[config.mk]
export PLATFORM = sky130hd
export DESIGN_NAME = oram_arb
export DESIGN_NICKNAME = d
export VERILOG_FILES = /design/src/rtl/oram_pkg.sv /design/src/rtl/oram_wq.sv /design/src/rtl/oram_arb.sv
export SDC_FILE = /design/constraint.sdc
export NUM_CORES = 1
export LEC_CHECK = 0
export CORE_MARGIN = 3
export CORE_UTILIZATION = 42
export DETAILED_ROUTE_END_ITERATION = 6
export GPL_TIMING_DRIVEN = 0
export PLACE_DENSITY_LB_ADDON = 0.1
export SETUP_SLACK_MARGIN = 0.05
export SYNTH_ARGS = -nofsm -noshare
export SYNTH_HDL_FRONTEND = slang
export SYNTH_SLANG_ARGS = --single-unit
[constraint.sdc]
create_clock -name i_clk -period 9.05 [get_ports i_clk]
set_input_delay 1.81 -clock i_clk [delete_from_list [all_inputs] [get_ports i_clk]]
set_output_delay 1.81 -clock i_clk [all_outputs]
set_load 0.01 [all_outputs]
[src/rtl/oram_pkg.sv]
// rtl/oram_pkg.sv - shared widths and grant encoding for the output-RAM arbiter
package oram_pkg;

    localparam int ADDR_W_DEF   = 13;
    localparam int DATA_W_DEF   = 64;
    localparam int WQ_DEPTH_DEF = 4;

    typedef enum logic [1:0] {
        GNT_NONE = 2'd0,
        GNT_W    = 2'd1,
        GNT_R    = 2'd2
    } gnt_e;

endpackage

[src/rtl/oram_wq.sv]
// rtl/oram_wq.sv - synchronous write-queue FIFO exposing every slot for hazard compare
module oram_wq #(
    parameter int ADDR_W = 13,
    parameter int DATA_W = 64,
    parameter int DEPTH  = 4
) (
    input  logic                         clk,
    input  logic                         rst,
    input  logic                         push,
    input  logic [ADDR_W-1:0]            push_addr,
    input  logic [DATA_W-1:0]            push_data,
    input  logic                         pop,
    output logic [ADDR_W-1:0]            head_addr,
    output logic [DATA_W-1:0]            head_data,
    output logic [DEPTH-1:0][ADDR_W-1:0] ent_addr,
    output logic [DEPTH-1:0]             ent_valid,
    output logic                         full,
    output logic                         empty
);

    localparam int PTR_W = $clog2(DEPTH);

    logic [ADDR_W-1:0] addr_mem [DEPTH];
    logic [DATA_W-1:0] data_mem [DEPTH];
    logic [PTR_W-1:0]  rd_ptr;
    logic [PTR_W-1:0]  wr_ptr;
    logic [PTR_W:0]    count;

    always_ff @(posedge clk) begin
        if (rst) begin
            rd_ptr <= '0;
            wr_ptr <= '0;
            count  <= '0;
        end else begin
            if (push) begin
                addr_mem[wr_ptr] <= push_addr;
                data_mem[wr_ptr] <= push_data;
                wr_ptr           <= wr_ptr + PTR_W'(1);
            end
            if (pop) begin
                rd_ptr <= rd_ptr + PTR_W'(1);
            end
            if (push && !pop) begin
                count <= count + (PTR_W+1)'(1);
            end else if (pop && !push) begin
                count <= count - (PTR_W+1)'(1);
            end
        end
    end

    // A slot is live when its distance from the head is below the occupancy.
    always_comb begin
        for (int i = 0; i < DEPTH; i++) begin
            ent_addr[i]  = addr_mem[i];
            ent_valid[i] = ({1'b0, PTR_W'(PTR_W'(i) - rd_ptr)} < count);
        end
    end

    assign head_addr = addr_mem[rd_ptr];
    assign head_data = data_mem[rd_ptr];
    assign full      = (count == (PTR_W+1)'(DEPTH));
    assign empty     = (count == '0);

endmodule

[src/rtl/oram_arb.sv]
// rtl/oram_arb.sv - output-RAM arbiter: queued writes vs. reads, registered RAM command
module oram_arb
    import oram_pkg::*;
#(
    parameter int ADDR_W   = ADDR_W_DEF,
    parameter int DATA_W   = DATA_W_DEF,
    parameter int WQ_DEPTH = WQ_DEPTH_DEF
) (
    input  logic              i_clk,
    input  logic              i_rst,
    input  logic              i_wr_valid,
    output logic              o_wr_ready,
    input  logic [ADDR_W-1:0] i_wr_addr,
    input  logic [DATA_W-1:0] i_wr_data,
    input  logic              i_rd_valid,
    output logic              o_rd_ready,
    input  logic [ADDR_W-1:0] i_rd_addr,
    output logic              o_rd_dvalid,
    output logic [DATA_W-1:0] o_rd_data,
    output logic              o_ram_we,
    output logic [ADDR_W-1:0] o_ram_addr,
    output logic [DATA_W-1:0] o_ram_wdata,
    input  logic [DATA_W-1:0] i_ram_rdata,
    output logic [ADDR_W:0]   o_wr_cnt,
    output logic              o_idle
);

    logic                           wq_full;
    logic                           wq_empty;
    logic [ADDR_W-1:0]              head_addr;
    logic [DATA_W-1:0]              head_data;
    logic [WQ_DEPTH-1:0][ADDR_W-1:0] ent_addr;
    logic [WQ_DEPTH-1:0]            ent_valid;
    logic                           push;
    logic                           pop;
    logic                           hazard;
    logic                           w_req;
    logic                           r_req;
    logic                           favour_r;
    logic [2:0]                     rd_vld;
    gnt_e                           gnt;

    oram_wq #(
        .ADDR_W (ADDR_W),
        .DATA_W (DATA_W),
        .DEPTH  (WQ_DEPTH)
    ) u_wq (
        .clk       (i_clk),
        .rst       (i_rst),
        .push      (push),
        .push_addr (i_wr_addr),
        .push_data (i_wr_data),
        .pop       (pop),
        .head_addr (head_addr),
        .head_data (head_data),
        .ent_addr  (ent_addr),
        .ent_valid (ent_valid),
        .full      (wq_full),
        .empty     (wq_empty)
    );

    assign o_wr_ready = !wq_full;
    assign push       = i_wr_valid && o_wr_ready;

    // A read may not overtake any queued write to the same word.
    always_comb begin
        hazard = 1'b0;
        for (int i = 0; i < WQ_DEPTH; i++) begin
            if (ent_valid[i] && (ent_addr[i] == i_rd_addr)) begin
                hazard = 1'b1;
            end
        end
    end

    assign w_req = !wq_empty;
    assign r_req = i_rd_valid && !hazard;

    always_comb begin
        gnt = GNT_NONE;
        if (w_req && r_req) begin
            gnt = (wq_full || !favour_r) ? GNT_W : GNT_R;
        end else if (w_req) begin
            gnt = GNT_W;
        end else if (r_req) begin
            gnt = GNT_R;
        end
    end

    assign pop        = (gnt == GNT_W);
    assign o_rd_ready = (gnt == GNT_R);

    always_ff @(posedge i_clk) begin
        if (i_rst) begin
            favour_r    <= 1'b0;
            o_ram_we    <= 1'b0;
            o_ram_addr  <= '0;
            o_ram_wdata <= '0;
            o_wr_cnt    <= '0;
            rd_vld      <= '0;
            o_rd_data   <= '0;
        end else begin
            if (w_req && r_req) begin
                favour_r <= (gnt == GNT_W);
            end
            case (gnt)
                GNT_W: begin
                    o_ram_we    <= 1'b1;
                    o_ram_addr  <= head_addr;
                    o_ram_wdata <= head_data;
                    o_wr_cnt    <= o_wr_cnt + (ADDR_W+1)'(1);
                end
                GNT_R: begin
                    o_ram_we   <= 1'b0;
                    o_ram_addr <= i_rd_addr;
                end
                default: begin
                    o_ram_we <= 1'b0;
                end
            endcase
            // Stage 0: command on the bus, stage 1: RAM data arriving, stage 2: response out.
            rd_vld <= {rd_vld[1:0], (gnt == GNT_R)};
            if (rd_vld[1]) begin
                o_rd_data <= i_ram_rdata;
            end
        end
    end

    assign o_rd_dvalid = rd_vld[2];
    assign o_idle      = wq_empty && (rd_vld == 3'b000);

endmodule

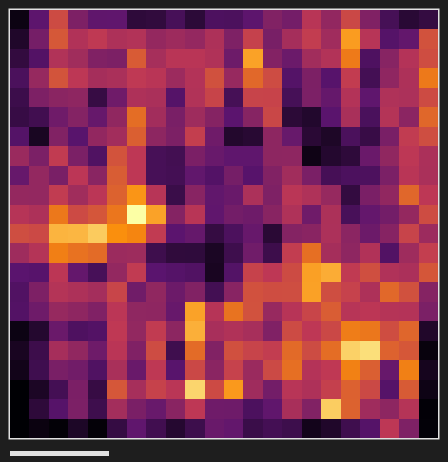
run_1/metal_density.png
Scale bar: 50 microns. 22 x 22 tiles, from black (low) to pale yellow (high), scaled to the fullest tile. Values are wire area over tile area, all layers added.
mean over tiles	0.17
fullest tile	0.43
emptiest ninth of the die	bottom left
vias post-DR: 11,800
average detailed-routed wire length per instance: 21.9 microns
wire length reported by the detailed router: 48,600 microns

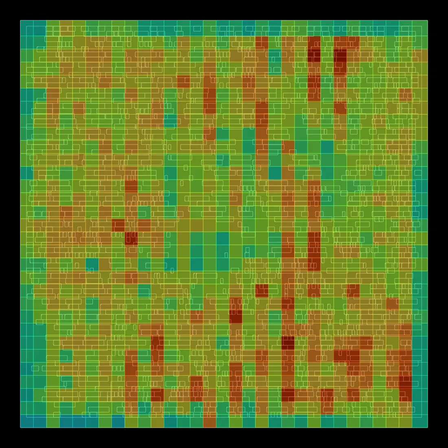
run_1/congestion.png
met2 track demand over resource in global routing: 34.4%
aggregate global-route resource usage: 20.7%
GR Util met3: 5.06%
met1 track utilization from global routing: 27.2%

==> impl_metrics.xml, run 1 <==
<?xml version="1.0" encoding="UTF-8"?>
<metrics>
  <group name="status">
    <metric name="run_status" unit="">complete, no violations</metric>
  </group>
  <group name="cts">
    <metric name="cts_root_buf" unit="">sky130_fd_sc_hd__clkbuf_16</metric>
    <metric name="clock_sinks" unit="">477</metric>
    <metric name="postCtsSetupBuffers" unit="">0</metric>
    <metric name="cts_buffers" unit="">50</metric>
    <metric name="clk_latency" unit="ns">0.57</metric>
    <metric name="clock_transition_at_the_registers_of_the_reported_paths" unit="ns">0.06</metric>
    <metric name="cts_resized" unit="">0</metric>
    <metric name="clockBufferDepth" unit="">3</metric>
    <metric name="post_cts_hold_buffer_count" unit="">0</metric>
    <metric name="h_tree_levels" unit="">2</metric>
  </group>
  <group name="final_layout">
    <metric name="final_nets" unit="">1768</metric>
    <metric name="fillers" unit="">3650</metric>
    <metric name="postLayoutCoreUtil" unit="%">55.3</metric>
    <metric name="layoutNonFillerInstCount" unit="">2224</metric>
    <metric name="layout-drive-gt1-share" unit="%">10.3</metric>
    <metric name="synth_to_final_area_change" unit="%">29.7</metric>
    <metric name="layout.cell_area.non_filler" unit="sq mm">0.0239</metric>
    <metric name="antennaDiodeCount" unit="">0</metric>
  </group>
  <group name="placed_design">
    <metric name="routabilityCongestion" unit="">0.792</metric>
    <metric name="dp.cells" unit="">2132</metric>
    <metric name="detailedPlace.worstSlack" unit="ns">2.65</metric>
  </group>
  <group name="final_timing">
    <metric name="worst_setup_slack_after_layout" unit="ns">2.18</metric>
    <metric name="finalCritPeriodShare" unit="%">75.9</metric>
    <metric name="final_max_slew_viol_count" unit="">0</metric>
    <metric name="setup_repair_after_global_routing_missed_its_margin" unit="">no</metric>
    <metric name="fin_tns_setup" unit="ns">0</metric>
    <metric name="final_hold_viol_count" unit="">0</metric>
    <metric name="finalHoldWorstSlack" unit="ns">0.465</metric>
  </group>
  <group name="worst_hold_path">
    <metric name="hold_path_end" unit="">o_ram_addr[5]$_SDFFE_PP0P_</metric>
    <metric name="worstHoldPathCells" unit="">2</metric>
  </group>
  <group name="yosys">
    <metric name="synth.ff_latch_count" unit="">477</metric>
    <metric name="synth-edff-count" unit="">308</metric>
    <metric name="netlist-cell-type-count" unit="">40</metric>
    <metric name="post_synth_xor_area_fraction" unit="%">2.67</metric>
    <metric name="netlist.top_cell.by_area" unit="">sky130_fd_sc_hd__edfxtp_1</metric>
    <metric name="syn-num-nets" unit="">1407</metric>
    <metric name="adder_share" unit="%">0.789</metric>
    <metric name="yosys_most_used_dff" unit="">sky130_fd_sc_hd__edfxtp_1</metric>
    <metric name="yosysTopAreaCellShare" unit="%">50.3</metric>
    <metric name="postSynthAreaPerCell" unit="sq um">14.9</metric>
    <metric name="yosys-top-cells-area" unit="">sky130_fd_sc_hd__edfxtp_1, sky130_fd_sc_hd__dfxtp_1, sky130_fd_sc_hd__mux4_2</metric>
    <metric name="yosysCellCount" unit="">1238</metric>
    <metric name="synth.area.mux_share" unit="%">13.0</metric>
  </group>
  <group name="setup_path">
    <metric name="cp.arrival" unit="ns">5.06</metric>
    <metric name="cpPeakStageDelay" unit="ns">0.57</metric>
    <metric name="critical_path.top_delay_family" unit="">buffers and inverters</metric>
    <metric name="worst-path-buf-inv" unit="">9</metric>
    <metric name="r2r_slack" unit="ns">3.72</metric>
    <metric name="cp-start-kind" unit="">flip-flop</metric>
    <metric name="cp.depth" unit="">14</metric>
    <metric name="r2r.worst_path.cells" unit="">17</metric>
    <metric name="critical-path-slowest-cell" unit="">sky130_fd_sc_hd__clkbuf_1</metric>
    <metric name="crit_chain" unit="">clkbuf_1, buf_1, clkbuf_1, inv_1, ha_1, inv_1, a221o_1, nor4_1, a21o_1, or4_1, clkbuf_1, buf_2, inv_1, clkdlybuf4s50_1</metric>
  </group>
  <group name="routing">
    <metric name="first_iter_violations" unit="">707</metric>
    <metric name="wl_met1" unit="microns">20800</metric>
    <metric name="detail-route-antenna-nets" unit="">0</metric>
    <metric name="drt_pre_antenna_iters" unit="">4</metric>
    <metric name="drc_violation_count_after_routing" unit="">0</metric>
    <metric name="wire_length_on_met3" unit="microns">3020</metric>
    <metric name="via_density_per_instance" unit="">5.28</metric>
  </group>
  <group name="floorplan">
    <metric name="fp_util" unit="%">42.6</metric>
    <metric name="fp.coreArea" unit="sq mm">0.0432</metric>
    <metric name="core.rowCount" unit="">76</metric>
    <metric name="die_footprint" unit="sq mm">0.0463</metric>
  </group>
  <group name="pwr">
    <metric name="vdd_ir_drop_max" unit="V">0.000193</metric>
  </group>
  <group name="global_routing">
    <metric name="global_route.peak_usage_layer" unit="">met2</metric>
    <metric name="largest_net_degree_at_the_start_of_global_routing" unit="">45</metric>
    <metric name="number_of_antenna_violations_at_the_first_check_in_global_routing" unit="">4</metric>
  </group>
  <group name="run">
    <metric name="log.warning_count" unit="">30</metric>
  </group>
</metrics>
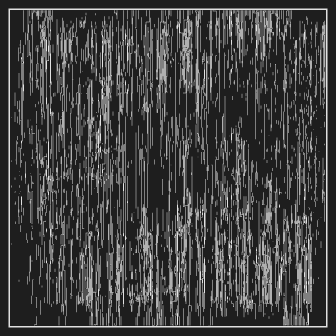
run_1/layer_met2.png
longest straight run	101 microns
main direction	vertical
nets with wire on the layer	1,567
share of all routed wire	49%
wire length on this layer	23.7 mm

## run 1: state kept, by name (all words and copies together) (netlist names), named ones only
name and flops:
u_wq.data_mem 256, o_ram_wdata 64, o_rd_data 64, u_wq.addr_mem 52, o_wr_cnt 14, o_ram_addr 13
rd_vld 3, u_wq.count 3, u_wq.rd_ptr 2, u_wq.wr_ptr 2, favour_r 1, o_ram_we 1
## run 1: cell type report
class / count / area (sq um) / area share (%)
buffer: 98 / 390 / 1.64
clock buffer: 76 / 1430 / 6.01
clock inverter: 16 / 124 / 0.519
inverter: 26 / 97.6 / 0.409
multi-input combinational: 637 / 5280 / 22.1
sequential: 477 / 12600 / 53.0
tap: 585 / 732 / 3.07
timing repair buffer: 309 / 3160 / 13.3
## run 1: where the power goes
group	switching (mW)	leakage [nW]	internal [mW]
sequential	0.138	4.18	2.57
combinational	0.944	2.81	0.866
clock	0.809	0.762	1.14
total	1.89	7.75	4.58
## run 1: worst register-to-register path, cell delays in order, from the launching register on
cell and delay (ns):
sky130_fd_sc_hd__dfxtp_1 0.40, sky130_fd_sc_hd__clkbuf_1 0.31, sky130_fd_sc_hd__buf_1 0.52, sky130_fd_sc_hd__clkbuf_1 0.58
sky130_fd_sc_hd__xnor2_1 0.19, sky130_fd_sc_hd__ha_1 0.32, sky130_fd_sc_hd__a2111oi_0 0.56, sky130_fd_sc_hd__nand3_1 0.23
sky130_fd_sc_hd__nand3_1 0.35, sky130_fd_sc_hd__buf_2 0.35, sky130_fd_sc_hd__buf_2 0.31, sky130_fd_sc_hd__nand2_1 0.12
sky130_fd_sc_hd__ha_1 0.25, sky130_fd_sc_hd__inv_1 0.07, sky130_fd_sc_hd__fa_1 0.17, sky130_fd_sc_hd__xor2_1 0.08
sky130_fd_sc_hd__or3_1 0.31, sky130_fd_sc_hd__a21oi_1 0.15
==> inputs of run 2 (changes only) <==
clock period = 5.8 ns   (was 9.05 ns; I/O delays follow)
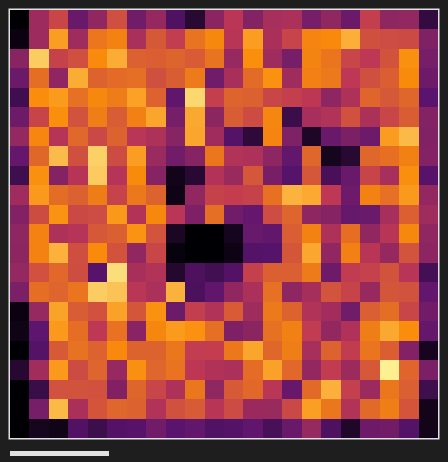
run_2/cell_density.png
Scale bar: 50 microns. 22 x 22 tiles, from black (low) to pale yellow (high), 0 to 100% covered.
mean over tiles	50%
emptiest ninth of the die	middle
nearly empty tiles	1.9%
fullest tile	97%
tiles over 75% full	11%
area of the placeable core: 0.0432 sq mm
fp_density: 42.6%
post-layout utilization of the core: 55.3%

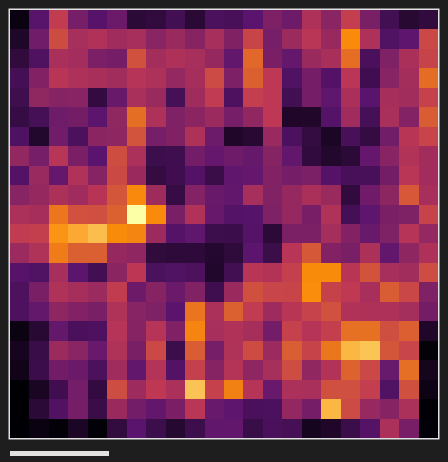
run_2/metal_density.png
Scale bar: 50 microns. 22 x 22 tiles, from black (low) to pale yellow (high), scaled to the fullest tile. Values are wire area over tile area, all layers added.
nearly empty tiles	1.7%
tiles over half the peak	20%
emptiest ninth of the die	bottom left
densest ninth of the die	left middle
fullest tile	0.46
mean over tiles	0.17
vias post-DR: 11,700
wire length reported by the detailed router: 48,600 microns

==> run 2 against run 1 <==
Compared with the run above: count of clock-buffer cells in the layout unchanged; setup slack got worse by 1.8 ns; clock power increased by 56%; highest routed layer unchanged.
==> impl_metrics.xml, run 2 <==
<?xml version="1.0" encoding="UTF-8"?>
<metrics>
  <group name="routing">
    <metric name="via_density_per_instance" unit="">5.27</metric>
    <metric name="wire_length_on_met3" unit="microns">2970</metric>
    <metric name="detail-route-antenna-nets" unit="">0</metric>
    <metric name="wl_met1" unit="microns">20900</metric>
    <metric name="drc_violation_count_after_routing" unit="">0</metric>
    <metric name="first_iter_violations" unit="">651</metric>
    <metric name="drt_pre_antenna_iters" unit="">5</metric>
    <metric name="routed_wire_length_per_instance" unit="microns">21.8</metric>
  </group>
  <group name="pwr">
    <metric name="pwr-share-clk" unit="%">30.2</metric>
    <metric name="power.clock.total" unit="mW">3.05</metric>
    <metric name="cell_internal_pwr" unit="mW">7.16</metric>
    <metric name="power_frac_comb" unit="%">27.9</metric>
    <metric name="power_switching_share" unit="%">29.2</metric>
    <metric name="seq-power" unit="mW">4.23</metric>
    <metric name="power.combinational.total" unit="mW">2.82</metric>
    <metric name="power.switching" unit="mW">2.95</metric>
    <metric name="vdd_ir_drop_max" unit="V">0.000302</metric>
    <metric name="largestPowerGroup" unit="">registers</metric>
  </group>
  <group name="global_routing">
    <metric name="global_route.peak_usage_layer" unit="">met2</metric>
    <metric name="met3_usage" unit="%">5.06</metric>
    <metric name="groute.layer.met2.usage" unit="%">34.2</metric>
    <metric name="number_of_antenna_violations_at_the_first_check_in_global_routing" unit="">4</metric>
  </group>
  <group name="final_layout">
    <metric name="top_register" unit="">u_wq.data_mem</metric>
    <metric name="max_reg_flops" unit="">256</metric>
    <metric name="synth_to_final_area_change" unit="%">29.8</metric>
    <metric name="layout-drive-gt1-share" unit="%">10.5</metric>
    <metric name="final_nets" unit="">1767</metric>
    <metric name="layout.cell_area.non_filler" unit="sq mm">0.0239</metric>
    <metric name="antennaDiodeCount" unit="">0</metric>
    <metric name="largestRegisters" unit="">u_wq.data_mem (256), o_ram_wdata (64), o_rd_data (64)</metric>
  </group>
  <group name="yosys">
    <metric name="synth.area.mux_share" unit="%">13.0</metric>
    <metric name="postSynthAreaPerCell" unit="sq um">14.9</metric>
    <metric name="syn-num-nets" unit="">1407</metric>
    <metric name="yosys-top-cells-area" unit="">sky130_fd_sc_hd__edfxtp_1, sky130_fd_sc_hd__dfxtp_1, sky130_fd_sc_hd__mux4_2</metric>
    <metric name="post_synth_xor_area_fraction" unit="%">2.67</metric>
    <metric name="netlist.top_cell.by_area" unit="">sky130_fd_sc_hd__edfxtp_1</metric>
    <metric name="synth.ff_latch_count" unit="">477</metric>
    <metric name="netlist-cell-type-count" unit="">40</metric>
    <metric name="yosysCellCount" unit="">1238</metric>
    <metric name="adder_share" unit="%">0.789</metric>
    <metric name="logic_family" unit="">multiplexers</metric>
    <metric name="synth-edff-count" unit="">308</metric>
    <metric name="yosysTopAreaCellShare" unit="%">50.3</metric>
  </group>
  <group name="placed_design">
    <metric name="dp.cells" unit="">2132</metric>
    <metric name="detailedPlace.worstSlack" unit="ns">0.0589</metric>
    <metric name="routabilityCongestion" unit="">0.792</metric>
  </group>
  <group name="final_timing">
    <metric name="worst_setup_slack_after_layout" unit="ns">0.388</metric>
    <metric name="final_max_slew_viol_count" unit="">0</metric>
    <metric name="setup_repair_after_global_routing_missed_its_margin" unit="">no</metric>
    <metric name="fin_tns_setup" unit="ns">0</metric>
    <metric name="final_hold_viol_count" unit="">0</metric>
    <metric name="skew_final" unit="ns">0.0100</metric>
    <metric name="finalCritPeriodShare" unit="%">93.3</metric>
  </group>
  <group name="run">
    <metric name="log.warning_count" unit="">30</metric>
  </group>
  <group name="setup_path">
    <metric name="cp-start-kind" unit="">flip-flop</metric>
    <metric name="crit_fanout" unit="">10</metric>
    <metric name="r2r.worst_path.cells" unit="">18</metric>
    <metric name="cp.arrival" unit="ns">4.25</metric>
  </group>
  <group name="cts">
    <metric name="post_cts_hold_buffer_count" unit="">0</metric>
    <metric name="clock_sinks" unit="">477</metric>
    <metric name="clock_transition_at_the_registers_of_the_reported_paths" unit="ns">0.06</metric>
    <metric name="cts_resized" unit="">3</metric>
    <metric name="postCtsSetupBuffers" unit="">0</metric>
    <metric name="h_tree_levels" unit="">2</metric>
    <metric name="clk_latency" unit="ns">0.57</metric>
    <metric name="clockBufferDepth" unit="">3</metric>
    <metric name="cts_buffers" unit="">50</metric>
  </group>
  <group name="status">
    <metric name="run_status" unit="">complete, no violations</metric>
  </group>
  <group name="worst_hold_path">
    <metric name="worstHoldPathCells" unit="">2</metric>
    <metric name="hold_path_end" unit="">o_ram_addr[5]$_SDFFE_PP0P_</metric>
  </group>
  <group name="floorplan">
    <metric name="die_footprint" unit="sq mm">0.0463</metric>
    <metric name="core.rowCount" unit="">76</metric>
  </group>
</metrics>
run 2: cell counts after synthesis:
No cell type changed its count.
run 2: critical path: stages, from the launching register on:
cell	delay [ns]
sky130_fd_sc_hd__dfxtp_1	0.40
sky130_fd_sc_hd__clkbuf_2	0.23
sky130_fd_sc_hd__clkbuf_4	0.26
sky130_fd_sc_hd__clkbuf_4	0.27
sky130_fd_sc_hd__inv_1	0.07
sky130_fd_sc_hd__ha_1	0.29
sky130_fd_sc_hd__inv_1	0.05
sky130_fd_sc_hd__a221o_1	0.32
sky130_fd_sc_hd__nor4_1	0.37
sky130_fd_sc_hd__a21o_1	0.19
sky130_fd_sc_hd__or4_1	0.12
sky130_fd_sc_hd__clkbuf_1	0.29
sky130_fd_sc_hd__buf_4	0.29
sky130_fd_sc_hd__inv_1	0.06
sky130_fd_sc_hd__clkdlybuf4s50_1	0.47
run 2: worst max-delay path by stage:
stage                                           start  depth (start not counted)                             end  slack (ns)
final                     u_wq.rd_ptr[1]$_SDFFE_PP0P_                         14                      o_rd_ready        0.39
after floorplan           u_wq.rd_ptr[0]$_SDFFE_PP0P_                         12                      o_rd_ready        1.73
after global routing      u_wq.rd_ptr[1]$_SDFFE_PP0P_                         14                      o_rd_ready         0.1
after global placement                          i_rst                          3  u_wq.data_mem[2][45]$_DFFE_PP_       -0.32
after detailed placement  u_wq.rd_ptr[1]$_SDFFE_PP0P_                         13                      o_rd_ready        0.06
after CTS                 u_wq.rd_ptr[1]$_SDFFE_PP0P_                         13                      o_rd_ready        0.06
run 2: cell type report:
class	instances	area, sq um
inverters	26	97.6
fillers	3649	19300
multi-input cells	637	5280
clock inverters	16	124
well taps	585	732
flip-flops and latches	477	12600
repair buffers	309	3160
clock buffers	76	1430
plain buffers	97	398
==> inputs of run 3 (changes only) <==
ABC_AREA = 1   (was unset)
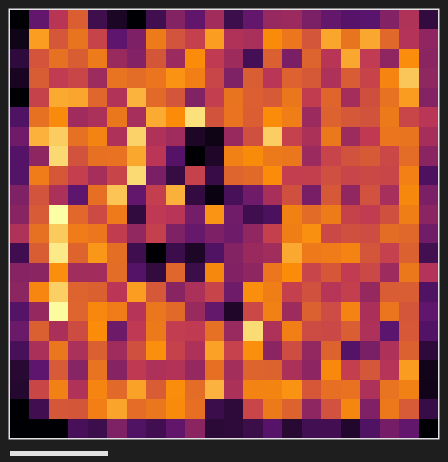
run_3/cell_density.png
Scale bar: 50 microns. 22 x 22 tiles, from black (low) to pale yellow (high), 0 to 100% covered.
nearly empty tiles	2.1%
fullest tile	100%
tiles over 75% full	10%
mean over tiles	50%
post-layout utilization of the core: 55.7%
fp_density: 42.6%
area of the placeable core: 0.0444 sq mm

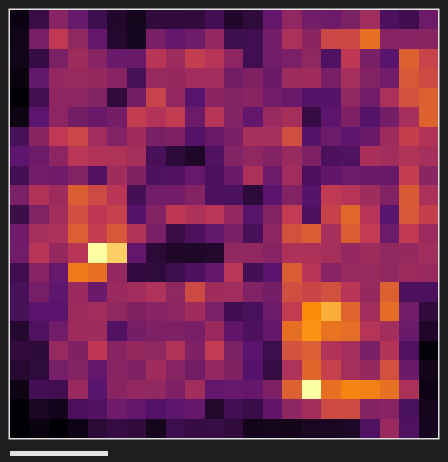
run_3/metal_density.png
Scale bar: 50 microns. 22 x 22 tiles, from black (low) to pale yellow (high), scaled to the fullest tile. Values are wire area over tile area, all layers added.
tiles over half the peak	15%
nearly empty tiles	1.0%
mean over tiles	0.18
emptiest ninth of the die	bottom left
fullest tile	0.53
vias post-DR: 14,500
wire length reported by the detailed router: 53,500 microns
aggregate global-route resource usage: 21.9%
average detailed-routed wire length per instance: 18.7 microns

==> run 3 against run 2 <==
Compared with the run above: wire length rose by 10%; first-iteration DRC count is 52% higher; critical path depth rose by 1; area after synthesis up 3.0%; final cell count increased by 29%; global-route usage grew 1.2 points; final area is 3.7% higher; combinational power rose by 38%; worst hold slack better by 0.0018 ns; sequential cell count did not move; utilization is 0.47 points higher; critical path type unchanged; largest cell class unchanged; highest routed layer unchanged.
==> impl_metrics.xml, run 3 <==
<?xml version="1.0" encoding="UTF-8"?>
<metrics>
  <group name="final_layout">
    <metric name="synth_to_final_area_change" unit="%">30.7</metric>
    <metric name="logic_area" unit="sq mm">0.00546</metric>
    <metric name="fillers" unit="">3936</metric>
    <metric name="seqCellArea" unit="sq mm">0.0126</metric>
    <metric name="top_register" unit="">u_wq.data_mem</metric>
    <metric name="max_reg_flops" unit="">256</metric>
    <metric name="layout.cell_area.non_filler" unit="sq mm">0.0248</metric>
    <metric name="layout-drive-gt1-share" unit="%">5.43</metric>
    <metric name="final_nets" unit="">2394</metric>
  </group>
  <group name="yosys">
    <metric name="yosys-top-cells-area" unit="">sky130_fd_sc_hd__edfxtp_1, sky130_fd_sc_hd__dfxtp_1, sky130_fd_sc_hd__nand2_1</metric>
    <metric name="syn-num-nets" unit="">2022</metric>
    <metric name="yosysCellCount" unit="">1853</metric>
    <metric name="synth.ff_latch_count" unit="">477</metric>
    <metric name="netlist-cell-type-count" unit="">31</metric>
    <metric name="synth-edff-count" unit="">308</metric>
    <metric name="yosysTopAreaCellShare" unit="%">48.8</metric>
    <metric name="netlist.top_cell.by_area" unit="">sky130_fd_sc_hd__edfxtp_1</metric>
  </group>
  <group name="status">
    <metric name="run_status" unit="">complete, no violations</metric>
  </group>
  <group name="routing">
    <metric name="first_iter_violations" unit="">990</metric>
    <metric name="drt_pre_antenna_iters" unit="">6</metric>
    <metric name="detail-route-antenna-nets" unit="">0</metric>
    <metric name="via_density_per_instance" unit="">5.08</metric>
    <metric name="drc_violation_count_after_routing" unit="">0</metric>
  </group>
  <group name="setup_path">
    <metric name="cp-start-kind" unit="">flip-flop</metric>
    <metric name="critical_path.top_delay_family" unit="">buffers and inverters</metric>
    <metric name="cpPeakStageDelay" unit="ns">0.49</metric>
    <metric name="crit_chain" unit="">buf_2, inv_2, clkbuf_1, nand2_1, nand2_1, ha_1, a21boi_1, o21ai_1, nand3_1, nor2_1, nor2_4, nand3_1, buf_2, inv_1, clkdlybuf4s50_1</metric>
    <metric name="crit_fanout" unit="">10</metric>
    <metric name="r2r.worst_path.cells" unit="">24</metric>
    <metric name="critical-path-slowest-cell" unit="">sky130_fd_sc_hd__clkdlybuf4s50_1</metric>
  </group>
  <group name="run">
    <metric name="log.warning_count" unit="">30</metric>
  </group>
  <group name="cts">
    <metric name="clockBufferDepth" unit="">3</metric>
    <metric name="clock_sinks" unit="">477</metric>
    <metric name="postCtsSetupBuffers" unit="">0</metric>
    <metric name="clock_transition_at_the_registers_of_the_reported_paths" unit="ns">0.06</metric>
    <metric name="cts_resized" unit="">0</metric>
    <metric name="post_cts_hold_buffer_count" unit="">0</metric>
    <metric name="cts_buffers" unit="">50</metric>
  </group>
  <group name="worst_hold_path">
    <metric name="worstHoldPathCells" unit="">2</metric>
  </group>
  <group name="final_timing">
    <metric name="worst_setup_slack_after_layout" unit="ns">0.769</metric>
    <metric name="skew_final" unit="ns">0.0229</metric>
    <metric name="final_max_slew_viol_count" unit="">0</metric>
    <metric name="setup_repair_after_global_routing_missed_its_margin" unit="">no</metric>
    <metric name="fin_tns_setup" unit="ns">0</metric>
  </group>
  <group name="global_routing">
    <metric name="number_of_antenna_violations_at_the_first_check_in_global_routing" unit="">7</metric>
  </group>
  <group name="placed_design">
    <metric name="routabilityCongestion" unit="">0.847</metric>
  </group>
  <group name="pwr">
    <metric name="vdd_ir_drop_max" unit="V">0.000266</metric>
  </group>
  <group name="floorplan">
    <metric name="die_footprint" unit="sq mm">0.0477</metric>
  </group>
</metrics>
## run 3: routing by layer
metal	GRT usage, %	part of all wire [%]	routed length [microns]	vias up
met4	6.48	2.2	1170	8
li1	-	-	-	7058
met1	29.2	43	23100	6916
met5	0	0.11	58	-
met2	36.3	47	25400	470
met3	4.48	7.1	3830	89
## run 3: worst reg2reg max path: cells and delay by family, from the launching register on
kind / cells / cell delay [ns]
compound gates: 2 / 0.22
buf+inv: 7 / 1.24
simple gates: 12 / 1.37
flops: 1 / 0.29
fa+ha+maj: 3 / 0.85
## run 3: path summary, 6_finish.rpt
check                               from                           to  slack, ns
max          u_wq.rd_ptr[0]$_SDFFE_PP0P_                   o_rd_ready       0.77
min          o_ram_wdata[8]$_SDFFE_PP0P_  o_ram_wdata[8]$_SDFFE_PP0P_       0.47
max reg2reg  u_wq.rd_ptr[0]$_SDFFE_PP0P_   u_wq.count[2]$_SDFFE_PP0P_       1.75
min reg2reg  o_ram_wdata[8]$_SDFFE_PP0P_  o_ram_wdata[8]$_SDFFE_PP0P_       0.47
## run 3: logic make-up after synthesis
kind of cell | after synthesis | synth area share (%)
compound gates | 272 | 8.51
xor+xnor | 35 | 1.62
fa+ha+maj | 11 | 0.766
buf+inv | 222 | 4.61
flops | 477 | 66.7
simple gates | 836 | 17.8
## run 3: power breakdown
group	leakage (nW)	internal [mW]	switching [mW]
clock	0.831	1.99	1.31
sequential	4.18	4.10	0.238
combinational	4.46	1.57	2.32
## run 3: final cells by class
cell class	count	share of cell area (%)
diodes	3	0.0303
flip-flops and latches	477	51.0
clock inverters	24	1.16
plain buffers	113	1.87
well taps	592	2.99
repair buffers	320	13.5
inverters	109	1.65
multi-input cells	1154	22.1
clock buffers	69	5.76
Power and IR drop assume default switching activity.
